ff_map.png
Drawn at 3 px/micron. Other sequential cells in the stronger grey, the rest of the logic in the fainter grey.
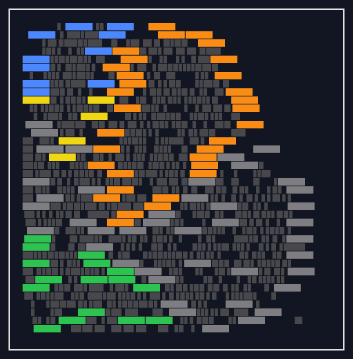
m2.png
Drawn at 3 px/micron.
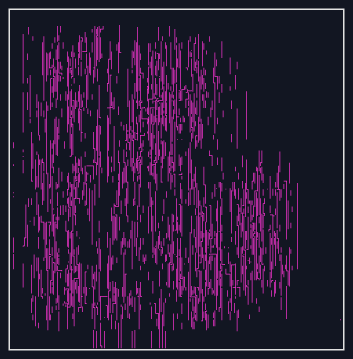
<file path="src/rtl/us_burst_ctrl_pkg.sv">
// Shared definitions for the ultrasound burst controller: command codes,
// sequencer states and the shot counter width.
package us_ctrl_pkg;

    localparam logic [2:0] CMD_SINGLE = 3'b001;
    localparam logic [2:0] CMD_CONT   = 3'b010;
    localparam logic [2:0] CMD_STOP   = 3'b100;

    localparam int SHOT_CNT_W = 16;

    typedef enum logic [2:0] {
        IDLE   = 3'd0,
        BURST  = 3'd1,
        BLANK  = 3'd2,
        LISTEN = 3'd3,
        WAIT   = 3'd4
    } state_t;

endpackage

</file>
<file path="src/rtl/us_burst_ctrl_if.sv">
// Command input and transducer/receive-path outputs of the burst controller.
// master: the command source / observer side, slave: the controller.
interface us_burst_ctrl_if;
    import us_ctrl_pkg::*;

    logic                  rx_done;
    logic [2:0]            command;
    logic                  tx_p;
    logic                  tx_n;
    logic                  rx_gate;
    logic                  listen_start;
    logic                  busy;
    logic                  cont_mode;
    logic [SHOT_CNT_W-1:0] shot_cnt;

    modport master (
        output rx_done, command,
        input  tx_p, tx_n, rx_gate, listen_start, busy, cont_mode, shot_cnt
    );

    modport slave (
        input  rx_done, command,
        output tx_p, tx_n, rx_gate, listen_start, busy, cont_mode, shot_cnt
    );

endinterface

</file>
<file path="src/rtl/us_burst_ctrl_chk.sv">
// Safety checks on the transducer drive pair.
module us_burst_ctrl_chk (
    input logic clk,
    input logic rst_n,
    input logic tx_p,
    input logic tx_n
);

    // Both bridge legs must never be driven at once.
    property p_drive_exclusive;
        @(posedge clk) disable iff (!rst_n) !(tx_p && tx_n);
    endproperty

    a_drive_exclusive: assert property (p_drive_exclusive);

endmodule

</file>
<file path="src/rtl/us_burst_ctrl_pulse_gen.sv">
// Complementary excitation generator. While enabled it walks through
// 2*BURST_CYCLES half-periods (P first), holding the active drive low for the
// first DEAD_CLKS clocks of every half. done marks the last emitted clock.
module us_pulse_gen #(
    parameter int HALF_CLKS    = 625,
    parameter int DEAD_CLKS    = 10,
    parameter int BURST_CYCLES = 8
) (
    input  logic clk,
    input  logic rst_n,
    input  logic clr,
    input  logic en,
    output logic tx_p,
    output logic tx_n,
    output logic done
);

    localparam int HW = $clog2(HALF_CLKS + 1);
    localparam int NW = $clog2(2 * BURST_CYCLES + 1);

    // Counters hold the position that will be emitted at the next enabled edge.
    logic [HW-1:0] h_r;
    logic [NW-1:0] half_r;
    logic          tx_p_r;
    logic          tx_n_r;
    logic          done_r;

    logic last_h_s;
    logic last_half_s;
    logic drive_s;

    // Decode the position about to be emitted.
    always_comb begin
        last_h_s    = (h_r == HW'(HALF_CLKS - 1));
        last_half_s = (half_r == NW'(2 * BURST_CYCLES - 1));
        drive_s     = (h_r >= HW'(DEAD_CLKS));
    end

    // Advance the half-period position and register the drive outputs.
    always_ff @(posedge clk or negedge rst_n) begin
        if (!rst_n) begin
            h_r    <= '0;
            half_r <= '0;
            tx_p_r <= 1'b0;
            tx_n_r <= 1'b0;
            done_r <= 1'b0;
        end else if (clr) begin
            h_r    <= '0;
            half_r <= '0;
            tx_p_r <= 1'b0;
            tx_n_r <= 1'b0;
            done_r <= 1'b0;
        end else if (en) begin
            tx_p_r <= drive_s && !half_r[0];
            tx_n_r <= drive_s && half_r[0];
            done_r <= last_h_s && last_half_s;
            if (last_h_s) begin
                h_r    <= '0;
                half_r <= last_half_s ? '0 : half_r + NW'(1);
            end else begin
                h_r    <= h_r + HW'(1);
            end
        end else begin
            tx_p_r <= 1'b0;
            tx_n_r <= 1'b0;
            done_r <= 1'b0;
        end
    end

    assign tx_p = tx_p_r;
    assign tx_n = tx_n_r;
    assign done = done_r;

endmodule

</file>
<file path="src/rtl/us_burst_ctrl.sv">
// Ultrasound shot sequencer: decodes UART commands and runs
// BURST -> BLANK -> LISTEN (-> WAIT) shots, single or periodic.
module us_burst_ctrl
    import us_ctrl_pkg::*;
#(
    parameter int HALF_CLKS    = 625,
    parameter int DEAD_CLKS    = 10,
    parameter int BURST_CYCLES = 8,
    parameter int BLANK_CLKS   = 2500,
    parameter int LISTEN_CLKS  = 50000,
    parameter int PERIOD_CLKS  = 500000
) (
    input  logic           clk_50M,
    input  logic           rst_n,
    us_burst_ctrl_if.slave bus
);

    state_t                state_r;
    state_t                next_s;
    logic                  cont_r;
    logic                  cont_next_s;
    logic [31:0]           tmr_r;
    logic [31:0]           per_r;
    logic [SHOT_CNT_W-1:0] shot_cnt_r;
    logic                  rx_gate_r;
    logic                  listen_start_r;
    logic                  busy_r;
    logic                  cmd_single_s;
    logic                  cmd_cont_s;
    logic                  cmd_stop_s;
    logic                  pg_done_s;
    logic                  pg_en_s;
    logic                  pg_clr_s;

    // Command decode and next-state selection; STOP overrides everything.
    always_comb begin
        cmd_single_s = bus.rx_done && (bus.command == CMD_SINGLE);
        cmd_cont_s   = bus.rx_done && (bus.command == CMD_CONT);
        cmd_stop_s   = bus.rx_done && (bus.command == CMD_STOP);
        next_s       = state_r;
        cont_next_s  = cont_r;
        if (cmd_stop_s) begin
            next_s      = IDLE;
            cont_next_s = 1'b0;
        end else begin
            if (cmd_cont_s) begin
                cont_next_s = 1'b1;
            end else begin
                cont_next_s = cont_r;
            end
            case (state_r)
                IDLE:   next_s = (cmd_single_s || cmd_cont_s) ? BURST : IDLE;
                BURST:  next_s = pg_done_s ? BLANK : BURST;
                BLANK:  next_s = (tmr_r == 32'(BLANK_CLKS - 1)) ? LISTEN : BLANK;
                LISTEN: begin
                    if (tmr_r != 32'(LISTEN_CLKS - 1)) begin
                        next_s = LISTEN;
                    end else if (!cont_r) begin
                        next_s = IDLE;
                    end else if (per_r >= 32'(PERIOD_CLKS - 1)) begin
                        // Shot already fills the period: restart without WAIT.
                        next_s = BURST;
                    end else begin
                        next_s = WAIT;
                    end
                end
                WAIT:   next_s = (per_r >= 32'(PERIOD_CLKS - 1)) ? BURST : WAIT;
                default: next_s = IDLE;
            endcase
        end
        pg_en_s  = (next_s == BURST);
        pg_clr_s = (next_s != BURST);
    end

    // Sequencer state, timers, shot counter and registered status outputs.
    always_ff @(posedge clk_50M or negedge rst_n) begin
        if (!rst_n) begin
            state_r        <= IDLE;
            cont_r         <= 1'b0;
            tmr_r          <= 32'd0;
            per_r          <= 32'd0;
            shot_cnt_r     <= '0;
            rx_gate_r      <= 1'b0;
            listen_start_r <= 1'b0;
            busy_r         <= 1'b0;
        end else begin
            state_r        <= next_s;
            cont_r         <= cont_next_s;
            tmr_r          <= (next_s != state_r) ? 32'd0 : tmr_r + 32'd1;
            if ((next_s == BURST) && (state_r != BURST)) begin
                per_r      <= 32'd0;
                shot_cnt_r <= shot_cnt_r + SHOT_CNT_W'(1);
            end else begin
                per_r      <= per_r + 32'd1;
            end
            rx_gate_r      <= (next_s == LISTEN);
            listen_start_r <= (next_s == LISTEN) && (state_r != LISTEN);
            busy_r         <= (next_s != IDLE);
        end
    end

    us_pulse_gen #(
        .HALF_CLKS    (HALF_CLKS),
        .DEAD_CLKS    (DEAD_CLKS),
        .BURST_CYCLES (BURST_CYCLES)
    ) u_pulse_gen (
        .clk   (clk_50M),
        .rst_n (rst_n),
        .clr   (pg_clr_s),
        .en    (pg_en_s),
        .tx_p  (bus.tx_p),
        .tx_n  (bus.tx_n),
        .done  (pg_done_s)
    );

    us_burst_ctrl_chk u_chk (
        .clk   (clk_50M),
        .rst_n (rst_n),
        .tx_p  (bus.tx_p),
        .tx_n  (bus.tx_n)
    );

    assign bus.rx_gate      = rx_gate_r;
    assign bus.listen_start = listen_start_r;
    assign bus.busy         = busy_r;
    assign bus.cont_mode    = cont_r;
    assign bus.shot_cnt     = shot_cnt_r;

endmodule

</file>
<file path="src/flat_wrapper.sv">
// flat-port wrapper written by rule: the top's interface ports become plain ports
module us_burst_ctrl_flat import us_ctrl_pkg::*;
#(
    parameter int HALF_CLKS    = 625,
    parameter int DEAD_CLKS    = 10,
    parameter int BURST_CYCLES = 8,
    parameter int BLANK_CLKS   = 2500,
    parameter int LISTEN_CLKS  = 50000,
    parameter int PERIOD_CLKS  = 500000
)
  (clk_50M, rst_n, bus_rx_done, bus_command, bus_tx_p, bus_tx_n, bus_rx_gate, bus_listen_start, bus_busy, bus_cont_mode, bus_shot_cnt);
  us_burst_ctrl_if bus_i ();
  input  logic clk_50M;
  input  logic rst_n;
  input wire logic [$bits(bus_i.rx_done)-1:0] bus_rx_done;
  input wire logic [$bits(bus_i.command)-1:0] bus_command;
  output wire logic [$bits(bus_i.tx_p)-1:0] bus_tx_p;
  output wire logic [$bits(bus_i.tx_n)-1:0] bus_tx_n;
  output wire logic [$bits(bus_i.rx_gate)-1:0] bus_rx_gate;
  output wire logic [$bits(bus_i.listen_start)-1:0] bus_listen_start;
  output wire logic [$bits(bus_i.busy)-1:0] bus_busy;
  output wire logic [$bits(bus_i.cont_mode)-1:0] bus_cont_mode;
  output wire logic [$bits(bus_i.shot_cnt)-1:0] bus_shot_cnt;
  assign bus_i.rx_done = bus_rx_done;
  assign bus_i.command = bus_command;
  assign bus_tx_p = bus_i.tx_p;
  assign bus_tx_n = bus_i.tx_n;
  assign bus_rx_gate = bus_i.rx_gate;
  assign bus_listen_start = bus_i.listen_start;
  assign bus_busy = bus_i.busy;
  assign bus_cont_mode = bus_i.cont_mode;
  assign bus_shot_cnt = bus_i.shot_cnt;
  us_burst_ctrl #(.HALF_CLKS(HALF_CLKS), .DEAD_CLKS(DEAD_CLKS), .BURST_CYCLES(BURST_CYCLES), .BLANK_CLKS(BLANK_CLKS), .LISTEN_CLKS(LISTEN_CLKS), .PERIOD_CLKS(PERIOD_CLKS)) u_core (.clk_50M(clk_50M), .rst_n(rst_n), .bus(bus_i));
endmodule
</file>
<file path="config.mk">
export PLATFORM = sky130hd
export DESIGN_NAME = us_burst_ctrl_flat
export DESIGN_NICKNAME = d
export VERILOG_FILES = /design/src/rtl/us_burst_ctrl_pkg.sv /design/src/rtl/us_burst_ctrl_if.sv /design/src/rtl/us_burst_ctrl_chk.sv /design/src/rtl/us_burst_ctrl_pulse_gen.sv /design/src/rtl/us_burst_ctrl.sv /design/src/flat_wrapper.sv
export SDC_FILE = /design/constraint.sdc
export NUM_CORES = 1
export LEC_CHECK = 0
export ABC_AREA = 1
export CORE_AREA = 4 4 107 109
export CTS_BUF_LIST = sky130_fd_sc_hd__clkbuf_8 sky130_fd_sc_hd__clkbuf_16
export CTS_CLUSTER_SIZE = 40
export DETAILED_ROUTE_END_ITERATION = 7
export DIE_AREA = 0 0 111 113
export PLACE_DENSITY = 0.87
export SYNTH_ARGS = -nofsm -noshare
export SYNTH_HDL_FRONTEND = slang
export SYNTH_SLANG_ARGS = --single-unit
</file>
<file path="constraint.sdc">
create_clock -name clk_50M -period 2.7 [get_ports clk_50M]
set_input_delay 0.54 -clock clk_50M [delete_from_list [all_inputs] [get_ports clk_50M]]
set_output_delay 0.54 -clock clk_50M [all_outputs]
set_load 0.005 [all_outputs]
</file>
==> results_slide.txt <==
Flow Results at a Glance

Timing
  – Final Critical Period: 2.40 ns
  – Slew @ Worst Pin: ~0.59 ns

Worst setup path
  – Worst R2R Start: u_core.tmr_r[0]$_DFF_PN0_
  – Setup CP Type: flop to flop
  – Critical path's top delay family: simple AND/OR/NAND/NOR gates
  – Worst path bufs/invs: 1
  – CP Capture Point: u_core.bus.shot_cnt[4]$_DFFE_PN0P_
  – CP Launch Type: flop
  – Worst Path Required: 3.01 ns

Synthesis
  – AND/OR/NAND/NOR Cells, Area Fraction: 0.351
  – Ys cells: 816
  – Synth Area in Compound Gates: 0.0328
  – Synth logic family: simple AND/OR/NAND/NOR gates
  – Post-synth ARST share: 1.00
  – Synth flops: 105
  – Synth Warn #: 0
  – Post-synthesis chip area from yosys: 0.00615 sq mm

Layout
  – Fraction of area in registers: 0.390
  – Top cell excl fill/tap: nand2_1
  – Signal buffers share of area: 0.0490
  – Non-Filler Instances: between 900 and 1,000
  – Final core occ: 0.636
  – Top Layout Cells: 163 x nand2_1, 138 x inv_1, 105 x dfrtp_1
  – Ant diodes: 0
  – Top cell category: logic gates
  – Inverters: 142

Floorplan
  – Total die size: 0.0125 sq mm
  – Die W: ~110 microns
  – IO Pins: 28
  – Number of cell rows: 38
  – Core area: 0.0106 sq mm

Place
  – Final GP Congestion: about 0.9
  – Placed instance area: 0.00656 sq mm
  – Dpl cells: 977

GRT
  – Vias in the first global route: 4,882
  – First-pass GRT wire length: 21.6 mm

Routing
  – Highest Signal Layer: met4
  – Pre-antenna DRT Iters: 5
  – Final ANT Viol Nets: 0
  – Via/cell ratio: 5.16
  – Iter 0 DRT Violations: 303

Power
  – Leak Pwr: ~3 nW
  – Main power group: sequential cells

Status
  – Run status: finished, final reports clean

CTS
  – Hold-fix buffers, CTS: 0
## Picture notes: ff_map.png
colour	name in the netlist	placed flops
orange	u_core.tmr_r	32
green	u_core.bus.shot_cnt	16
blue	u_core.u_pulse_gen.h_r	10
yellow	u_core.u_pulse_gen.half_r	5
not coloured	42

## Picture notes: m2.png
longest straight run	29.2 microns
main direction	vertical
share of all routed wire	46%
wire length on this layer	5,550 microns
DR vias: 5,125
GR Layer Usage met2: 0.335
total wire length: 12.1 mm

Power and IR drop assume default switching activity.
